Pin map:
Scale: 6 px per um. Pins as bars across the die edge, other pins in gray.
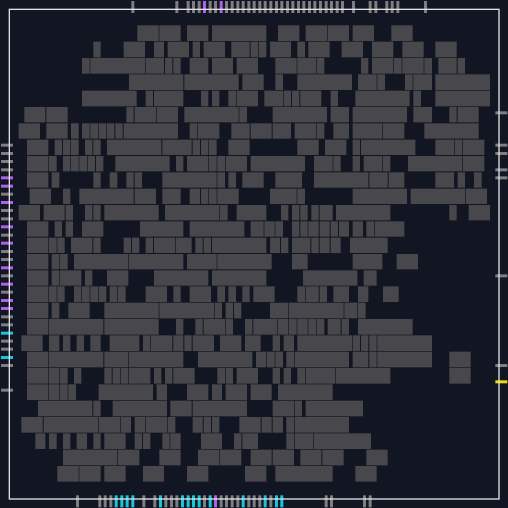
Signal wires on met2:
Scale: 6 px per um.
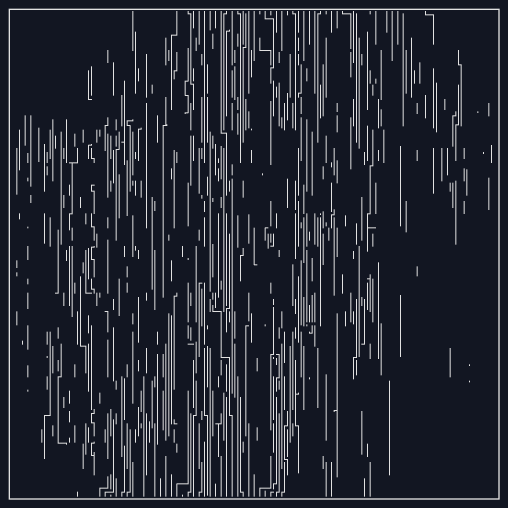
Metal layers overlaid:
Scale: 3 px per um. Only two layers are drawn.
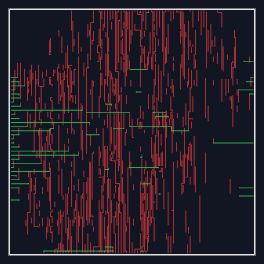
Wires at chosen ports, followed through buffers:
Scale: 3 px per um.
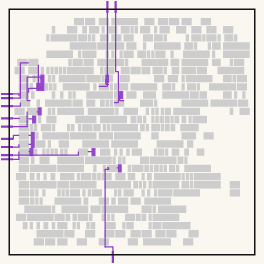
Cell placement:
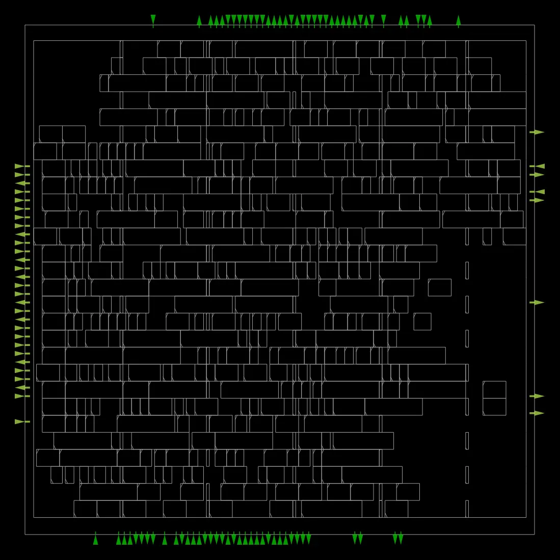
## src/rtl/sram_ctrl_pkg.sv

```systemverilog
// Types and constants shared by the SRAM controller and its request arbiter.
package sram_ctrl_pkg;

  localparam int WAIT_CNT_W = 4;

  typedef enum logic [2:0] {
    IDLE,
    SETUP,
    ACCESS,
    HOLD,
    DONE
  } state_e;

  typedef enum logic {
    CH_READ  = 1'b0,
    CH_WRITE = 1'b1
  } chan_e;

  function automatic chan_e other_chan(input chan_e c);
    return (c == CH_WRITE) ? CH_READ : CH_WRITE;
  endfunction

endpackage

```

## src/rtl/sram_req_arbiter.sv

```systemverilog
// Picks the read or write channel when the controller is idle.
// SRAM_CTRL_ROUND_ROBIN_EN: alternate on ties instead of fixed write priority.
module sram_req_arbiter
  import sram_ctrl_pkg::*;
(
`ifdef SRAM_CTRL_ROUND_ROBIN_EN
  input  logic  clk_i,
  input  logic  reset_i,
`endif
  input  logic  sample_i,
  input  logic  req_rd_i,
  input  logic  req_wr_i,
  output logic  grant_o,
  output chan_e chan_o
);

`ifdef SRAM_CTRL_ROUND_ROBIN_EN
  chan_e last_q;
`endif

  always_comb begin
    chan_o = CH_READ;
    if (req_rd_i && req_wr_i) begin
`ifdef SRAM_CTRL_ROUND_ROBIN_EN
      chan_o = other_chan(last_q);
`else
      chan_o = CH_WRITE;
`endif
    end else if (req_wr_i) begin
      chan_o = CH_WRITE;
    end
  end

  assign grant_o = sample_i && (req_rd_i || req_wr_i);

`ifdef SRAM_CTRL_ROUND_ROBIN_EN
  // Invalid selections also move the pointer.
  always_ff @(posedge clk_i or posedge reset_i) begin
    if (reset_i) begin
      last_q <= CH_READ;
    end else if (grant_o) begin
      last_q <= chan_o;
    end
  end
`endif

endmodule

```

## src/rtl/sram_controller.sv

```systemverilog
// Single-word request interface to an asynchronous SRAM with programmable wait states.
// Build option SRAM_CTRL_ROUND_ROBIN_EN selects round-robin arbitration on ties.
//   state  | meaning
//   IDLE   | sample requests, latch channel/address/data, range check
//   SETUP  | address and ce_n driven, write data enabled
//   ACCESS | we_n or oe_n low for wait_states+1 cycles
//   HOLD   | strobes released, address/data held
//   DONE   | one-cycle ready or invalid pulse
module sram_controller
  import sram_ctrl_pkg::*;
#(
  parameter int unsigned data_width      = 16,
  parameter int unsigned sram_addr_width = 12,
  parameter int unsigned sram_capacity   = 4096,
  parameter int unsigned wait_states     = 1
) (
  input  logic                       clk,
  input  logic                       reset,
  input  logic                       req_sram_read,
  input  logic                       req_sram_write,
  input  logic [sram_addr_width-1:0] req_sram_read_addr,
  input  logic [sram_addr_width-1:0] req_sram_write_addr,
  input  logic [data_width-1:0]      data_to_sram,
  output logic                       sram_read_ready,
  output logic                       sram_write_ready,
  output logic                       sram_read_invalid,
  output logic                       sram_write_invalid,
  output logic [data_width-1:0]      data_from_sram,
  output logic [sram_addr_width-1:0] sram_addr,
  output logic [data_width-1:0]      sram_dq_out,
  output logic                       sram_dq_oe,
  input  logic [data_width-1:0]      sram_dq_in,
  output logic                       sram_ce_n,
  output logic                       sram_oe_n,
  output logic                       sram_we_n
);

  localparam int unsigned CMP_W = (sram_addr_width > 32) ? sram_addr_width : 32;
  localparam logic [CMP_W-1:0] CAP_EXT = CMP_W'(sram_capacity);
  localparam logic [WAIT_CNT_W-1:0] WS_LOAD = WAIT_CNT_W'(wait_states);

  state_e                     state_q, state_d;
  chan_e                      chan_q, chan_d;
  logic [WAIT_CNT_W-1:0]      cnt_q, cnt_d;
  logic                       grant;
  chan_e                      sel_chan;
  logic [sram_addr_width-1:0] sel_addr;
  logic                       out_of_range;

  logic [sram_addr_width-1:0] addr_q, addr_d;
  logic [data_width-1:0]      dq_out_q, dq_out_d;
  logic [data_width-1:0]      dout_q, dout_d;
  logic dq_oe_q, dq_oe_d, ce_n_q, ce_n_d, oe_n_q, oe_n_d, we_n_q, we_n_d;
  logic rd_ready_q, rd_ready_d, wr_ready_q, wr_ready_d;
  logic rd_inv_q, rd_inv_d, wr_inv_q, wr_inv_d;

  sram_req_arbiter u_arb (
`ifdef SRAM_CTRL_ROUND_ROBIN_EN
    .clk_i    (clk),
    .reset_i  (reset),
`endif
    .sample_i (state_q == IDLE),
    .req_rd_i (req_sram_read),
    .req_wr_i (req_sram_write),
    .grant_o  (grant),
    .chan_o   (sel_chan)
  );

  assign sel_addr     = (sel_chan == CH_WRITE) ? req_sram_write_addr : req_sram_read_addr;
  assign out_of_range = CMP_W'(sel_addr) >= CAP_EXT;

  always_comb begin
    state_d = state_q;
    chan_d  = chan_q;
    cnt_d   = cnt_q;
    case (state_q)
      IDLE: begin
        if (grant) begin
          chan_d  = sel_chan;
          state_d = out_of_range ? DONE : SETUP;
        end
      end
      SETUP: begin
        state_d = ACCESS;
        cnt_d   = WS_LOAD;
      end
      ACCESS: begin
        if (cnt_q == '0) begin
          state_d = HOLD;
        end else begin
          cnt_d = cnt_q - 1'b1;
        end
      end
      HOLD:    state_d = DONE;
      DONE:    state_d = IDLE;
      default: state_d = IDLE;
    endcase
  end

  // Pin and pulse registers are loaded from the next state so they switch on the same edge.
  always_comb begin
    ce_n_d     = !(state_d inside {SETUP, ACCESS, HOLD});
    dq_oe_d    = !ce_n_d && (chan_d == CH_WRITE);
    we_n_d     = !((state_d == ACCESS) && (chan_d == CH_WRITE));
    oe_n_d     = !((state_d == ACCESS) && (chan_d == CH_READ));
    addr_d     = addr_q;
    dq_out_d   = dq_out_q;
    if ((state_q == IDLE) && (state_d == SETUP)) begin
      addr_d = sel_addr;
      if (chan_d == CH_WRITE) begin
        dq_out_d = data_to_sram;
      end
    end
    rd_ready_d = (state_q == HOLD) && (chan_q == CH_READ);
    wr_ready_d = (state_q == HOLD) && (chan_q == CH_WRITE);
    rd_inv_d   = (state_q == IDLE) && (state_d == DONE) && (chan_d == CH_READ);
    wr_inv_d   = (state_q == IDLE) && (state_d == DONE) && (chan_d == CH_WRITE);
    dout_d     = dout_q;
    if ((state_q == ACCESS) && (cnt_q == '0) && (chan_q == CH_READ)) begin
      dout_d = sram_dq_in;
    end
  end

  always_ff @(posedge clk or posedge reset) begin
    if (reset) begin
      state_q    <= IDLE;
      chan_q     <= CH_READ;
      cnt_q      <= '0;
      addr_q     <= '0;
      dq_out_q   <= '0;
      dout_q     <= '0;
      dq_oe_q    <= 1'b0;
      ce_n_q     <= 1'b1;
      oe_n_q     <= 1'b1;
      we_n_q     <= 1'b1;
      rd_ready_q <= 1'b0;
      wr_ready_q <= 1'b0;
      rd_inv_q   <= 1'b0;
      wr_inv_q   <= 1'b0;
    end else begin
      state_q    <= state_d;
      chan_q     <= chan_d;
      cnt_q      <= cnt_d;
      addr_q     <= addr_d;
      dq_out_q   <= dq_out_d;
      dout_q     <= dout_d;
      dq_oe_q    <= dq_oe_d;
      ce_n_q     <= ce_n_d;
      oe_n_q     <= oe_n_d;
      we_n_q     <= we_n_d;
      rd_ready_q <= rd_ready_d;
      wr_ready_q <= wr_ready_d;
      rd_inv_q   <= rd_inv_d;
      wr_inv_q   <= wr_inv_d;
    end
  end

  assign sram_read_ready    = rd_ready_q;
  assign sram_write_ready   = wr_ready_q;
  assign sram_read_invalid  = rd_inv_q;
  assign sram_write_invalid = wr_inv_q;
  assign data_from_sram     = dout_q;
  assign sram_addr          = addr_q;
  assign sram_dq_out        = dq_out_q;
  assign sram_dq_oe         = dq_oe_q;
  assign sram_ce_n          = ce_n_q;
  assign sram_oe_n          = oe_n_q;
  assign sram_we_n          = we_n_q;

endmodule

```

## config.mk

```make
export PLATFORM = sky130hd
export DESIGN_NAME = sram_controller
export DESIGN_NICKNAME = d
export VERILOG_FILES = /design/src/rtl/sram_ctrl_pkg.sv /design/src/rtl/sram_req_arbiter.sv /design/src/rtl/sram_controller.sv
export SDC_FILE = /design/constraint.sdc
export NUM_CORES = 1
export LEC_CHECK = 0
export ABC_AREA = 1
export CORE_UTILIZATION = 42
export CTS_CLUSTER_SIZE = 8
export DETAILED_ROUTE_END_ITERATION = 16
export PLACE_DENSITY = 0.79
export SLEW_MARGIN = 20
export SYNTH_ARGS = -nofsm -noshare
export SYNTH_HDL_FRONTEND = slang
export SYNTH_SLANG_ARGS = --single-unit
export TNS_END_PERCENT = 100
```

## constraint.sdc

```tcl
create_clock -name clk -period 2.2 [get_ports clk]
set_input_delay 0.44 -clock clk [delete_from_list [all_inputs] [get_ports clk]]
set_output_delay 0.44 -clock clk [all_outputs]
set_load 0.05 [all_outputs]
```

==> run summary <==
clock root cell: clkbuf_8
Init Core Util: 44.2%
Overflow after GRT: 0
DR DRC count: 0
Num CTS Buffers: 9
Max IR drop VDD: 902 uV
CTS tree: yes
1st-iter DRT viols: 113
cycle use final: 94.3%
status: completed
global-route wire length before repair: 9.66 mm
fraction of layout cells with a size suffix above 1: 12.6%
crit path time final: 2070 ps
Layout Area Growth over Synthesis: 50.6%
worst-skew pair later-pin latency: 330 ps
Finished Core Util: 66.5%
Hold Path Class: input port to asynchronous set/reset pin
ys async rst share: 100%
XORs/XNORs by Area: 0.331%
R2R Setup Slk: 440 ps
max-slew violations: 0
Reg power frac: 29.2%
chip area: 6620 sq um
Fillers: 502
switching pwr: 3260 uW
CP max stage delay: 790 ps
Pleak: 0.00198 uW
most instantiated logic cell after routing: nand2_1
GPL Wtd Cong: 0.780
Seq. cell area: 1510 sq um
# Cells Yosys: 297
CTS sink cnt: 60
RR Endpoint: data_from_sram[15]$_DFFE_PP0P_
Post-CTS Hold Fix Bufs: 0
Synth area leader: dfrtp_1
Post-synth EDFFs: 0
clk buf depth: 2
RSZ-0062 raised after global routing: false
maxcap violations: 0
R2R cell count: 7
io pins: 112
r2r startpoint: cnt_q[0]$_DFFE_PP0P_
Notes on 'pin map' above:
[sram_read_ready] yellow | pins: 1 | direction: output | edge: east
[sram_dq_out] cyan | pins: 16 | direction: output | edge: 14 south, 2 west
[req_sram_write_addr] purple | pins: 12 | direction: input | edge: 9 west, 2 north, 1 south
all pins by edge: 38 north, 37 south, 29 west, 8 east
Port Buffer Count: 111
Die X: 81.4 um
die height: 81.4 um

Notes on 'signal wires on met2' above:
share of all routed wire: 53%
main direction: vertical
wire length on this layer: 3200 um
longest straight run: 35.7 um

Notes on 'metal layers overlaid' above:
[M3] green | wire length: 317 um
[M2] red | wire length: 3200 um
Routed wire per std cell: 12.2 um
Total GRT Usage: 19.8%

Notes on 'wires at chosen ports, followed through buffers' above:
[req_sram_write_addr] purple | bits: 12 | direction: input | end cells: 12 | buffers: 12 | wire: 206 um

Notes on 'cell placement' above:
final cell count without fillers: 494
flop count: 60
Core Area: 5990 sq um

==> stage by stage <==
stage          hold slack (ps)  instances  instance area, sq um  total power [uW]
2_1_floorplan              416        298                  2650              4490
3_3_place_gp               444        478                  3810              5590
3_5_place_dp               443        478                  3810              5660
4_1_cts                    388        494                  3990              6540
5_1_grt                    413        494                  3990              6880
6_report                   386        494                  3990              6480
==> worst max-delay path by stage <==
| stage | startpoint | to | slack (ps) | cells past startpoint |
|---|---|---|---|---|
| floorplan | reset | chan_q$_DFF_PP0_ | 280 | 1 |
| global placement | sram_we_n$_DFF_PP1_ | sram_we_n | 480 | 1 |
| detailed placement | cnt_q[0]$_DFFE_PP0P_ | data_from_sram[15]$_DFFE_PP0P_ | 420 | 7 |
| CTS | sram_oe_n$_DFF_PP1_ | sram_oe_n | 100 | 1 |
| global route | sram_we_n$_DFF_PP1_ | sram_we_n | 90 | 1 |
| finish | sram_oe_n$_DFF_PP1_ | sram_oe_n | 130 | 1 |
==> power groups by stage <==
stage	Sequential (uW)	Clock, uW	Combinational (uW)
finish	1890	847	3750
global placement	1880	0	3710
detailed placement	1900	0	3760
floorplan	3380	0	1110
global route	1950	927	4000
CTS	1890	874	3780
==> area by class of cell <==
class,count,area share [%]
Sequential cell,60,37.8
Timing Repair Buffer,116,29.1
Multi-Input combinational cell,195,23.1
Inverter,32,3.20
Clock buffer,9,3.11
Tap cell,75,2.35
Clock inverter,7,1.35
==> routing by layer <==
| metal | GRT usage [%] | vias to the layer above | part of all wire (%) |
|---|---|---|---|
| met4 | 12.5 | 0 | 2.7 |
| li1 | - | 1141 | - |
| met2 | 32.7 | 67 | 53 |
| met3 | 5.28 | 12 | 5.2 |
| met5 | 0 | - | 0 |
| met1 | 22.6 | 1057 | 39 |
Power figures rest on the tool's default switching activity, not on a simulated workload.
